**config.mk**
```make
export PLATFORM = sky130hd
export DESIGN_NAME = sfx_scheduler_flat
export DESIGN_NICKNAME = d
export VERILOG_FILES = /design/src/rtl/sfx_scheduler_if.sv /design/src/rtl/sfx_scheduler.sv /design/src/flat_wrapper.sv
export SDC_FILE = /design/constraint.sdc
export NUM_CORES = 1
export LEC_CHECK = 0
export CAP_MARGIN = 20
export CELL_PAD_IN_SITES_DETAIL_PLACEMENT = 2
export CELL_PAD_IN_SITES_GLOBAL_PLACEMENT = 2
export CORE_MARGIN = 2
export CORE_UTILIZATION = 42
export CTS_BUF_LIST = sky130_fd_sc_hd__clkbuf_4
export DETAILED_ROUTE_END_ITERATION = 16
export PLACE_DENSITY = 0.93
export SYNTH_ARGS = -nofsm -noshare
export SYNTH_HDL_FRONTEND = slang
export SYNTH_SLANG_ARGS = --single-unit
```
**constraint.sdc**
```tcl
create_clock -name clk -period 6.05 [get_ports clk]
set_clock_uncertainty 0.1 [all_clocks]
set_input_delay 1.21 -clock clk [delete_from_list [all_inputs] [get_ports clk]]
set_output_delay 1.21 -clock clk [all_outputs]
set_load 0.05 [all_outputs]
```
**src/rtl/sfx_scheduler_if.sv**
```systemverilog
// Engine-side bundle for the sound-effect scheduler: request pulses in,
// grant/status and square-wave tone controls out.
interface sfx_scheduler_if;
    logic [3:0]  req;
    logic [3:0]  grant;
    logic        busy;
    logic        music_mute;
    logic        tone_en;
    logic [17:0] tone_period;
    logic        done;

    modport master (
        output req,
        input  grant, busy, music_mute, tone_en, tone_period, done
    );

    modport slave (
        input  req,
        output grant, busy, music_mute, tone_en, tone_period, done
    );
endinterface

```
**src/rtl/sfx_scheduler.sv**
```systemverilog
// Fixed-priority sound-effect scheduler: latches engine requests, plays the
// granted effect's note list from ROM and mutes background music meanwhile.
module sfx_scheduler #(
    parameter int TICK_DIV  = 100000,
    parameter int GAP_TICKS = 10
) (
    input logic             clk,
    input logic             dreset,
    sfx_scheduler_if.slave  bus
);
    localparam int CNT_W = (TICK_DIV > 1) ? $clog2(TICK_DIV) : 1;
    localparam int TK_W  = 16;

    typedef enum logic [2:0] {IDLE, LOAD, NOTE, GAP, DONE} state_t;

    state_t            state, state_d;
    logic [3:0]        pending, grant_q, pick, above;
    logic [CNT_W-1:0]  cnt;
    logic [TK_W-1:0]   tk;
    logic [1:0]        idx, eff, next_idx;
    logic [25:0]       cur_rom, next_rom;
    logic              preempt, tick_end, note_end, gap_end, last_note, enter;
    logic              busy_q, done_q, tone_en_q;
    logic [17:0]       tone_period_q;

    function automatic logic [3:0] top_bit(input logic [3:0] v);
        casez (v)
            4'b1???: top_bit = 4'b1000;
            4'b01??: top_bit = 4'b0100;
            4'b001?: top_bit = 4'b0010;
            4'b0001: top_bit = 4'b0001;
            default: top_bit = 4'b0000;
        endcase
    endfunction

    function automatic logic [3:0] higher_mask(input logic [3:0] g);
        case (g)
            4'b0001: higher_mask = 4'b1110;
            4'b0010: higher_mask = 4'b1100;
            4'b0100: higher_mask = 4'b1000;
            default: higher_mask = 4'b0000;
        endcase
    endfunction

    function automatic logic [1:0] enc(input logic [3:0] g);
        case (g)
            4'b0010: enc = 2'd1;
            4'b0100: enc = 2'd2;
            4'b1000: enc = 2'd3;
            default: enc = 2'd0;
        endcase
    endfunction

    // {half_period[17:0], ticks[7:0]} per effect/note
    function automatic logic [25:0] rom(input logic [1:0] e, input logic [1:0] i);
        case ({e, i})
            4'b00_00: rom = {18'd113636, 8'd30};
            4'b01_00: rom = {18'd95602,  8'd40};
            4'b01_01: rom = {18'd63776,  8'd40};
            4'b10_00: rom = {18'd95602,  8'd80};
            4'b10_01: rom = {18'd75872,  8'd80};
            4'b10_10: rom = {18'd63776,  8'd80};
            4'b10_11: rom = {18'd47755,  8'd160};
            4'b11_00: rom = {18'd127551, 8'd100};
            4'b11_01: rom = {18'd151515, 8'd100};
            4'b11_10: rom = {18'd190839, 8'd200};
            default:  rom = {18'd0,      8'd1};
        endcase
    endfunction

    function automatic logic [1:0] last_idx(input logic [1:0] e);
        case (e)
            2'd0:    last_idx = 2'd0;
            2'd1:    last_idx = 2'd1;
            2'd2:    last_idx = 2'd3;
            default: last_idx = 2'd2;
        endcase
    endfunction

    assign pick      = top_bit(pending);
    assign above     = higher_mask(grant_q);
    assign eff       = enc(grant_q);
    assign cur_rom   = rom(eff, idx);
    assign next_idx  = (state == GAP) ? idx + 2'd1 : 2'd0;
    assign next_rom  = rom(eff, next_idx);
    assign last_note = (idx == last_idx(eff));
    assign tick_end  = (cnt == CNT_W'(TICK_DIV - 1));
    assign note_end  = tick_end && (tk == {8'd0, cur_rom[7:0]} - TK_W'(1));
    assign gap_end   = tick_end && (tk == TK_W'(GAP_TICKS - 1));
    // Preemption looks at latched requests so it lands one edge after the pulse.
    assign preempt   = ((state == LOAD) || (state == NOTE) || (state == GAP)) &&
                       (|(pending & above));

    always_comb begin
        state_d = state;
        case (state)
            IDLE: if (|pending) state_d = LOAD;
            LOAD: state_d = preempt ? LOAD : NOTE;
            NOTE: begin
                if (preempt)       state_d = LOAD;
                else if (note_end) state_d = last_note ? DONE : GAP;
            end
            GAP: begin
                if (preempt)      state_d = LOAD;
                else if (gap_end) state_d = NOTE;
            end
            DONE:    state_d = (|pending) ? LOAD : IDLE;
            default: state_d = IDLE;
        endcase
    end

    assign enter = (state_d != state) || preempt;

    always_ff @(posedge clk or negedge dreset) begin
        if (!dreset) begin
            state         <= IDLE;
            pending       <= '0;
            grant_q       <= '0;
            cnt           <= '0;
            tk            <= '0;
            idx           <= '0;
            busy_q        <= 1'b0;
            done_q        <= 1'b0;
            tone_en_q     <= 1'b0;
            tone_period_q <= '0;
        end else begin
            state     <= state_d;
            busy_q    <= (state_d != IDLE);
            done_q    <= (state_d == DONE);
            tone_en_q <= (state_d == NOTE);

            // Prescaler restarts on every state entry so durations are exact.
            if (enter) begin
                cnt <= '0;
                tk  <= '0;
            end else if (tick_end) begin
                cnt <= '0;
                tk  <= tk + TK_W'(1);
            end else begin
                cnt <= cnt + CNT_W'(1);
            end

            if ((state_d == LOAD) && enter) begin
                grant_q <= pick;
                pending <= (pending & ~pick) | bus.req;
                idx     <= 2'd0;
            end else begin
                pending <= pending | bus.req;
                if ((state_d == DONE) || (state_d == IDLE)) grant_q <= '0;
            end

            if ((state_d == NOTE) && enter) begin
                tone_period_q <= next_rom[25:8];
                idx           <= next_idx;
            end else if (state_d != NOTE) begin
                tone_period_q <= '0;
            end
        end
    end

    assign bus.grant       = grant_q;
    assign bus.busy        = busy_q;
    assign bus.music_mute  = busy_q;
    assign bus.tone_en     = tone_en_q;
    assign bus.tone_period = tone_period_q;
    assign bus.done        = done_q;
endmodule

```
**src/flat_wrapper.sv**
```systemverilog
// flat-port wrapper written by rule: the top's interface ports become plain ports
module sfx_scheduler_flat 
#(
    parameter int TICK_DIV  = 100000,
    parameter int GAP_TICKS = 10
)
  (clk, dreset, bus_req, bus_grant, bus_busy, bus_music_mute, bus_tone_en, bus_tone_period, bus_done);
  sfx_scheduler_if bus_i ();
  input logic clk;
  input logic dreset;
  input wire logic [$bits(bus_i.req)-1:0] bus_req;
  output wire logic [$bits(bus_i.grant)-1:0] bus_grant;
  output wire logic [$bits(bus_i.busy)-1:0] bus_busy;
  output wire logic [$bits(bus_i.music_mute)-1:0] bus_music_mute;
  output wire logic [$bits(bus_i.tone_en)-1:0] bus_tone_en;
  output wire logic [$bits(bus_i.tone_period)-1:0] bus_tone_period;
  output wire logic [$bits(bus_i.done)-1:0] bus_done;
  assign bus_i.req = bus_req;
  assign bus_grant = bus_i.grant;
  assign bus_busy = bus_i.busy;
  assign bus_music_mute = bus_i.music_mute;
  assign bus_tone_en = bus_i.tone_en;
  assign bus_tone_period = bus_i.tone_period;
  assign bus_done = bus_i.done;
  sfx_scheduler #(.TICK_DIV(TICK_DIV), .GAP_TICKS(GAP_TICKS)) u_core (.clk(clk), .dreset(dreset), .bus(bus_i));
endmodule
```
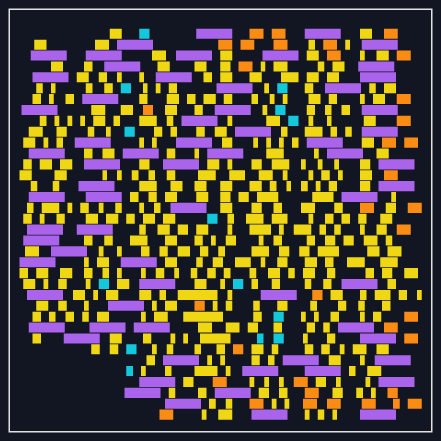
(run_1/placement_by_type.png)
Scale: 4 px per um.
orange -> other buffers and delay cells  # cells 36, share of their area 7.4%
yellow -> combinational and other logic  # cells 372, share of their area 54%
purple -> flops  # cells 67, share of their area 36%
cyan -> clock drivers and dummy loads  # cells 14, share of their area 2.2%

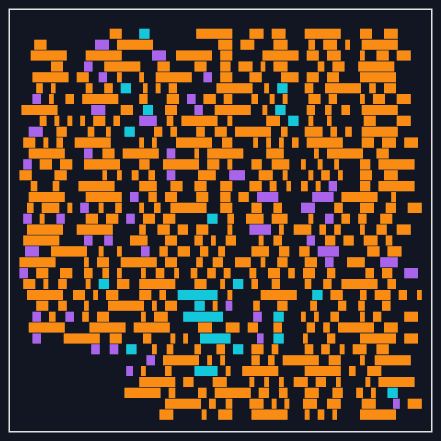
(run_1/sizes.png)
Scale: 4 px per um.
purple -> _2 cells  # cells 48, share 9.8%, most used nor2_2
orange -> _0 and _1 cells  # cells 420, share 86%, most used dfrtp_1
cyan -> _3 and _4 cells  # cells 21, share 4.3%, most used clkbuf_4

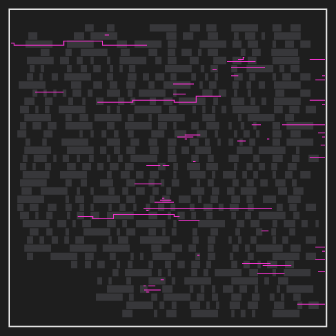
(run_1/layer_met3.png)
Scale: 3 px per um. Cells faint in the background.
main direction = horizontal
nets with wire on the layer = 36
longest straight run = 42.6 um

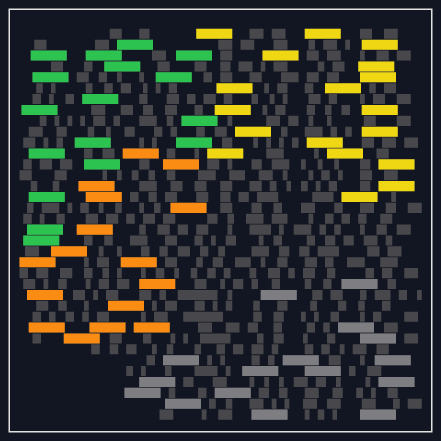
(run_1/flops_by_reg.png)
Scale: 4 px per um. Other sequential cells in the stronger gray, the rest of the logic in the fainter gray.
orange -> u_core.tk  # flops 16
yellow -> u_core.bus.tone_period  # flops 18, where upper right
green -> u_core.cnt  # flops 17
not colored = 16

-- run 1: worst paths after layout --
| kind | endpoint | slack, ns |
|---|---|---|
| min | u_core.pending[0] | 0.41 |
| max | u_core.bus.tone_period[11] | 1.24 |
| max reg2reg | u_core.bus.tone_period[11] | 1.24 |
| min reg2reg | u_core.pending[0] | 0.41 |
| min in group asynchronous | u_core.pending[2] | 0.85 |
| max in group asynchronous | u_core.bus.tone_period[16] | 4.38 |
-- run 1: cell type report --
| type | instances | area, sq um |
|---|---|---|
| Timing Repair Buffer | 36 | 343 |
| Clock inverter | 3 | 17.5 |
| Clock buffer | 11 | 82.6 |
| Sequential cell | 67 | 1680 |
| Tap cell | 133 | 166 |
| Multi-Input combinational cell | 356 | 2450 |
| Inverter | 16 | 61.3 |
| Fill cell | 1088 | 5060 |
-- run 1: power groups by stage --
| stage | registers (mW) | clock network (mW) | logic (mW) |
|---|---|---|---|
| after floorplan | 0.456 | 0 | 0.000135 |
| after global placement | 0.456 | 0 | 0.0126 |
| after detailed placement | 0.456 | 0 | 0.0131 |
| after CTS | 0.448 | 0.263 | 0.0131 |
| after global routing | 0.448 | 0.277 | 0.0145 |
| final | 0.448 | 0.254 | 0.0124 |
-- run 1: critical path, stage by stage (launching register included) --
cell and delay, ns:
sky130_fd_sc_hd__dfrtp_1 0.80, sky130_fd_sc_hd__nor4b_2 0.83, sky130_fd_sc_hd__nor4b_2 0.25, sky130_fd_sc_hd__o21bai_1 0.31
sky130_fd_sc_hd__a21boi_0 0.18, sky130_fd_sc_hd__o32ai_1 0.61, sky130_fd_sc_hd__a2111oi_4 0.16, sky130_fd_sc_hd__a31oi_4 0.30
sky130_fd_sc_hd__clkinv_2 0.21, sky130_fd_sc_hd__nor3_4 0.73, sky130_fd_sc_hd__a22o_1 0.27
-- run 1: layer usage --
metal	vias up	share of wire (%)	GRT usage, %
met5	-	0	0
met4	0	2.6	10.0
met3	31	2.7	4.33
met2	68	52	44.5
met1	1900	43	32.2
li1	1703	-	-
-- run 1: cell families after synthesis --
group,after synthesis,share of synthesized area [%]
DFF,67,39.0
and+or+nand+nor,213,28.1
AOI/OAI and AO/OA,88,16.2
buffers and inverters,38,4.42
xor gates and xnor gates,39,7.94
adders and majority gates,13,3.72
muxes,3,0.698
-- run 1: per-stage QoR --
step	setup WS, ns	hold WS (ns)
4_1_cts	1.23	0.409
3_5_place_dp	1.35	0.381
5_1_grt	0.830	0.426
6_report	1.24	0.413
2_1_floorplan	2.11	0.349
3_3_place_gp	1.72	0.359
-- run 1: flip-flops by register name, indices dropped and copies added, names as in the netlist --
signal                  flops
u_core.tk                  16
u_core.bus.tone_en          1
u_core.bus.done             1
u_core.bus.grant            4
u_core.bus.busy             1
u_core.bus.tone_period     18
u_core.idx                  2
u_core.pending              4
u_core.state                3
u_core.cnt                 17
==> results.ini, run 1 <==
[logic_synthesis]
synthTopCellsByCount = sky130_fd_sc_hd__dfrtp_1 (67), sky130_fd_sc_hd__nand2_1 (40), sky130_fd_sc_hd__nor2_1 (37), sky130_fd_sc_hd__nor2_2 (25), sky130_fd_sc_hd__nand3_1 (21)
synth.distinct_cells = 68
synth-edff-count = 0
synth.cell_area_sq_um = 4300
yosys_warnings = 0
synth_area_leader_cell = sky130_fd_sc_hd__dfrtp_1
synth_sequential_area_ratio_pct = 39.0
synth_dominant_cell_count = sky130_fd_sc_hd__dfrtp_1
synth_flop_count = 67
synth.top_cell.area_share_pct = 39.0
syn_area_per_cell_sq_um = 9.34

[cts]
ctsHtreeMaxLevel = 3
postCtsHoldBufs = 0
cts_resized = 0
numCtsBuffers = 9
cts_root_buf = sky130_fd_sc_hd__clkbuf_4
clk_transition_reported_paths_ns = 0.12
cts_tree = built

[final_layout]
most-common-layout-cells = sky130_fd_sc_hd__dfrtp_1 (67), sky130_fd_sc_hd__nand2_1 (40), sky130_fd_sc_hd__nor2_1 (37)
antenna_cells = 0
layout.cell_area.non_filler_sq_um = 4800
ratio_of_cells_with_drive_above_1_in_the_final_layout_pct = 14.1
postLayoutCoreUtil_pct = 48.7

[place]
post-dp-hpwl_um = 9740
placed_area_sq_um = 4700
gp_congestion = 0.845

[floorplanning]
core_sq_um = 9860
chip_area_sq_um = 11100

[min_path]
holdPathStages = 1
min_path_type = register to register

[critical_path]
reg2reg_from = u_core.bus.grant[2]
rr_worst_depth = 10
critical_path.startpoint_type = register
cp_data_required_time_ns = 6.33
critPathKind = register to register
worstSetupStartpoint = u_core.bus.grant[2]

[power]
irDropWorstVdd_mv = 0.0713
cell_internal_pwr_mw = 0.539

[global_route]
grt_start_max_net_pins = 68
grt_pass1_vias = 4215
grt-ovfl-total = 0
antenna_found_initial = 0

[final_timing]
finalWorstPathRequiredPeriod_ns = 4.81
final.setup.tns_ns = 0
layout_worst_path_cycle_share_pct = 79.6

[route]
routed_via_density = 5.95

[run_status]
result_of_the_run = complete, no violations

[run]
cap_violations = 0

## Run 2: what changed since run 1
- CORE_UTILIZATION: 42 -> 39
- PLACE_DENSITY: 0.93 -> 0.88
- clock period: 6.05 -> 4.78 ns (I/O delays scaled with it)
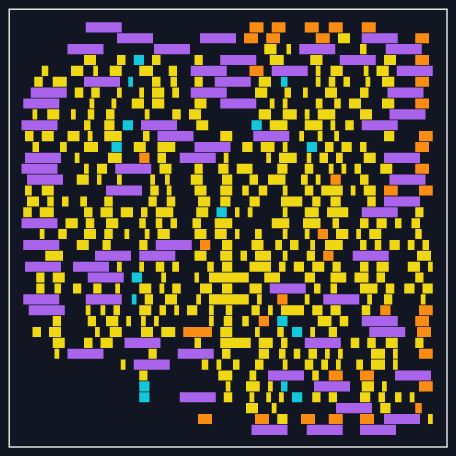
(run_2/placement_by_type.png)
Scale: 4 px per um.
yellow -> combinational and other logic  # cells 372, share of their area 54%
purple -> flops  # cells 67, share of their area 36%
cyan -> clock drivers and dummy loads  # cells 16, share of their area 2.3%
orange -> other buffers and delay cells  # cells 40, share of their area 8.2%

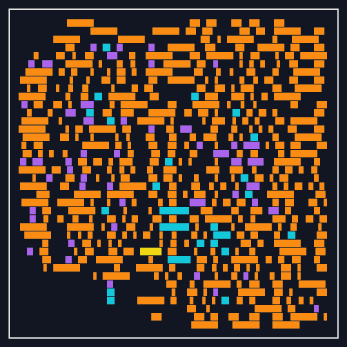
(run_2/sizes.png)
Scale: 3 px per um.
cyan -> _3 and _4 cells  # cells 24, share 4.8%, most used clkbuf_4
yellow -> _6 and larger  # cells 1, share 0.20%, most used buf_12
purple -> _2 cells  # cells 48, share 9.7%, most used nor2_2
orange -> _0 and _1 cells  # cells 422, share 85%, most used dfrtp_1

==> run 2 against run 1 <==
  * Design area up 1.2%
  * Sequential power increased by 27%
  * Cell count is 2.1% higher
  * Synthesized cell count is the same
  * Critical path depth rose by 1
  * Flip-flop count stayed put
  * Register-to-register slack lost 0.81 ns
  * Critical endpoint is now u_core.cnt[7]
==> results.ini, run 2 <==
[critical_path]
cp_data_required_time_ns = 5.01
cp_num_buf_inv = 2
critical-path-max-stage-delay_ns = 0.81
worstPathArrival_ns = 4.58
worstPathCellList = nor4b_1 > buf_4 > nor4b_2 > o311ai_0 > a2111oi_2 > o21ai_1 > a2111oi_4 > nand4_1 > a41oi_4 > buf_12 > nor3_2
crit_path_top_delay_cell = sky130_fd_sc_hd__dfrtp_1
critPathKind = register to register
critical_path.startpoint_type = register
path_delay_family = AND-OR/OR-AND gates

[final_layout]
layout.cell_area.non_filler_sq_um = 4860
ratio_of_cells_with_drive_above_1_in_the_final_layout_pct = 14.7
postLayoutCoreUtil_pct = 45.0
most-common-layout-cells = sky130_fd_sc_hd__dfrtp_1 (67), sky130_fd_sc_hd__nand2_1 (40), sky130_fd_sc_hd__nor2_1 (37)
largest_reg_flops = 18
antenna_cells = 0
nFillCells = 1185
area_delta_synth_final_pct = 12.9

[cts]
cts_resized = 0
ctsHtreeMaxLevel = 3
cts_tree = built
cts_root_buf = sky130_fd_sc_hd__clkbuf_4
clk_transition_reported_paths_ns = 0.12
cts_num_sinks = 67
max-clock-path-buffers = 2
postCtsHoldBufs = 0
numCtsBuffers = 9

[place]
dp_cells = 619
placed_area_sq_um = 4750
gp_congestion = 0.822
post-dp-hpwl_um = 9130

[logic_synthesis]
synth_flop_count = 67
synth.distinct_cells = 68
net_count_entering_floorplan = 479
synthTopCellsByCount = sky130_fd_sc_hd__dfrtp_1 (67), sky130_fd_sc_hd__nand2_1 (40), sky130_fd_sc_hd__nor2_1 (37), sky130_fd_sc_hd__nor2_2 (25), sky130_fd_sc_hd__nand3_1 (21)
synth_dominant_cell_count = sky130_fd_sc_hd__dfrtp_1
synth.top_cell.area_share_pct = 39.0
syn_area_per_cell_sq_um = 9.34
synth_sequential_area_ratio_pct = 39.0
synth-edff-count = 0
yosys_warnings = 0
synth_area_leader_cell = sky130_fd_sc_hd__dfrtp_1
topCellsByArea = sky130_fd_sc_hd__dfrtp_1 (39%), sky130_fd_sc_hd__xor2_1 (4.1%), sky130_fd_sc_hd__xnor2_1 (3.9%)
synth.cell_area_sq_um = 4300

[power]
clock_power_share_pct = 35.9
cell_internal_pwr_mw = 0.678
comb_power_share_pct = 1.7
irDropWorstVdd_mv = 0.0950

[global_route]
antenna_found_initial = 0
grt_start_max_net_pins = 35
grt-ovfl-total = 0
grt_pass1_vias = 4086

[route]
routed_via_density = 5.75
via_total_after_detailed_routing = 3652

[final_timing]
timing_worst_slew_pin_value_ns = 0.889
count_of_endpoints_failing_setup_in_the_final_report = 0
final.setup.tns_ns = 0
final.hold.worst_slack_ns = 0.394
finalWorstPathRequiredPeriod_ns = 4.35
layout_worst_path_cycle_share_pct = 91.1

[floorplanning]
core_sq_um = 10800
initial_core_util_pct = 39.9
chip_area_sq_um = 11900

[run]
cap_violations = 0

[min_path]
min_path_type = register to register

[run_status]
result_of_the_run = complete, no violations

-- run 2: cell counts after synthesis --
Identical to the previous run, type by type.
-- run 2: power groups by stage --
stage | clock network, mW | registers (mW) | logic [mW]
3_5_place_dp | 0 | 0.578 | 0.0169
2_1_floorplan | 0 | 0.578 | 0.000171
3_3_place_gp | 0 | 0.578 | 0.0165
6_report | 0.327 | 0.567 | 0.0158
5_1_grt | 0.360 | 0.567 | 0.0184
4_1_cts | 0.341 | 0.567 | 0.0170
-- run 2: final cells by class --
class	count	area, sq um	area share (%)
multi-input cells	356	2450	50.5
flip-flops and latches	67	1680	34.5
repair buffers	40	385	7.93
well taps	140	175	3.60
clock buffers	10	75.1	1.54
inverters	16	61.3	1.26
clock inverters	6	32.5	0.669
-- run 2: per-layer routing --
layer,GRT usage [%],part of all wire [%],up-vias
met3,4.24,2.9,25
li1,-,-,1709
met2,38.3,49,59
met1,28.8,46,1859
met5,0,0,-
met4,9.25,2.4,0
-- run 2: cells by family (layout without fill, tap and decap cells) --
| family | count (synthesis) | in the layout | share of synthesized area [%] |
|---|---|---|---|
| DFF | 67 | 67 | 39.0 |
| xor gates and xnor gates | 39 | 39 | 7.94 |
| AOI/OAI and AO/OA | 88 | 88 | 16.2 |
| buffers and inverters | 38 | 72 | 4.42 |
| muxes | 3 | 3 | 0.698 |
| and+or+nand+nor | 213 | 213 | 28.1 |
| adders and majority gates | 13 | 13 | 3.72 |
-- run 2: path summary, 6_finish.rpt --
| check | start | endpoint | slack [ns] | cells after the start |
|---|---|---|---|---|
| max reg2reg | u_core.bus.grant[3] | u_core.cnt[7] | 0.43 | 11 |
| min in group asynchronous | dreset | u_core.pending[2] | 0.48 | 1 |
| min reg2reg | u_core.pending[0] | u_core.pending[0] | 0.39 | 1 |
| min | u_core.pending[0] | u_core.pending[0] | 0.39 | 1 |
| max | u_core.bus.grant[3] | u_core.cnt[7] | 0.43 | 11 |
| max in group asynchronous | dreset | u_core.cnt[7] | 3.13 | 2 |
-- run 2: through the flow --
stage | total power [mW] | setup slack, ns
after detailed placement | 0.594 | 0.442
final | 0.909 | 0.425
after floorplan | 0.578 | 0.836
after CTS | 0.925 | 0.439
after global routing | 0.945 | 0.0909
after global placement | 0.594 | 0.733
No activity file was given, so power comes from the tool's default toggle rates.
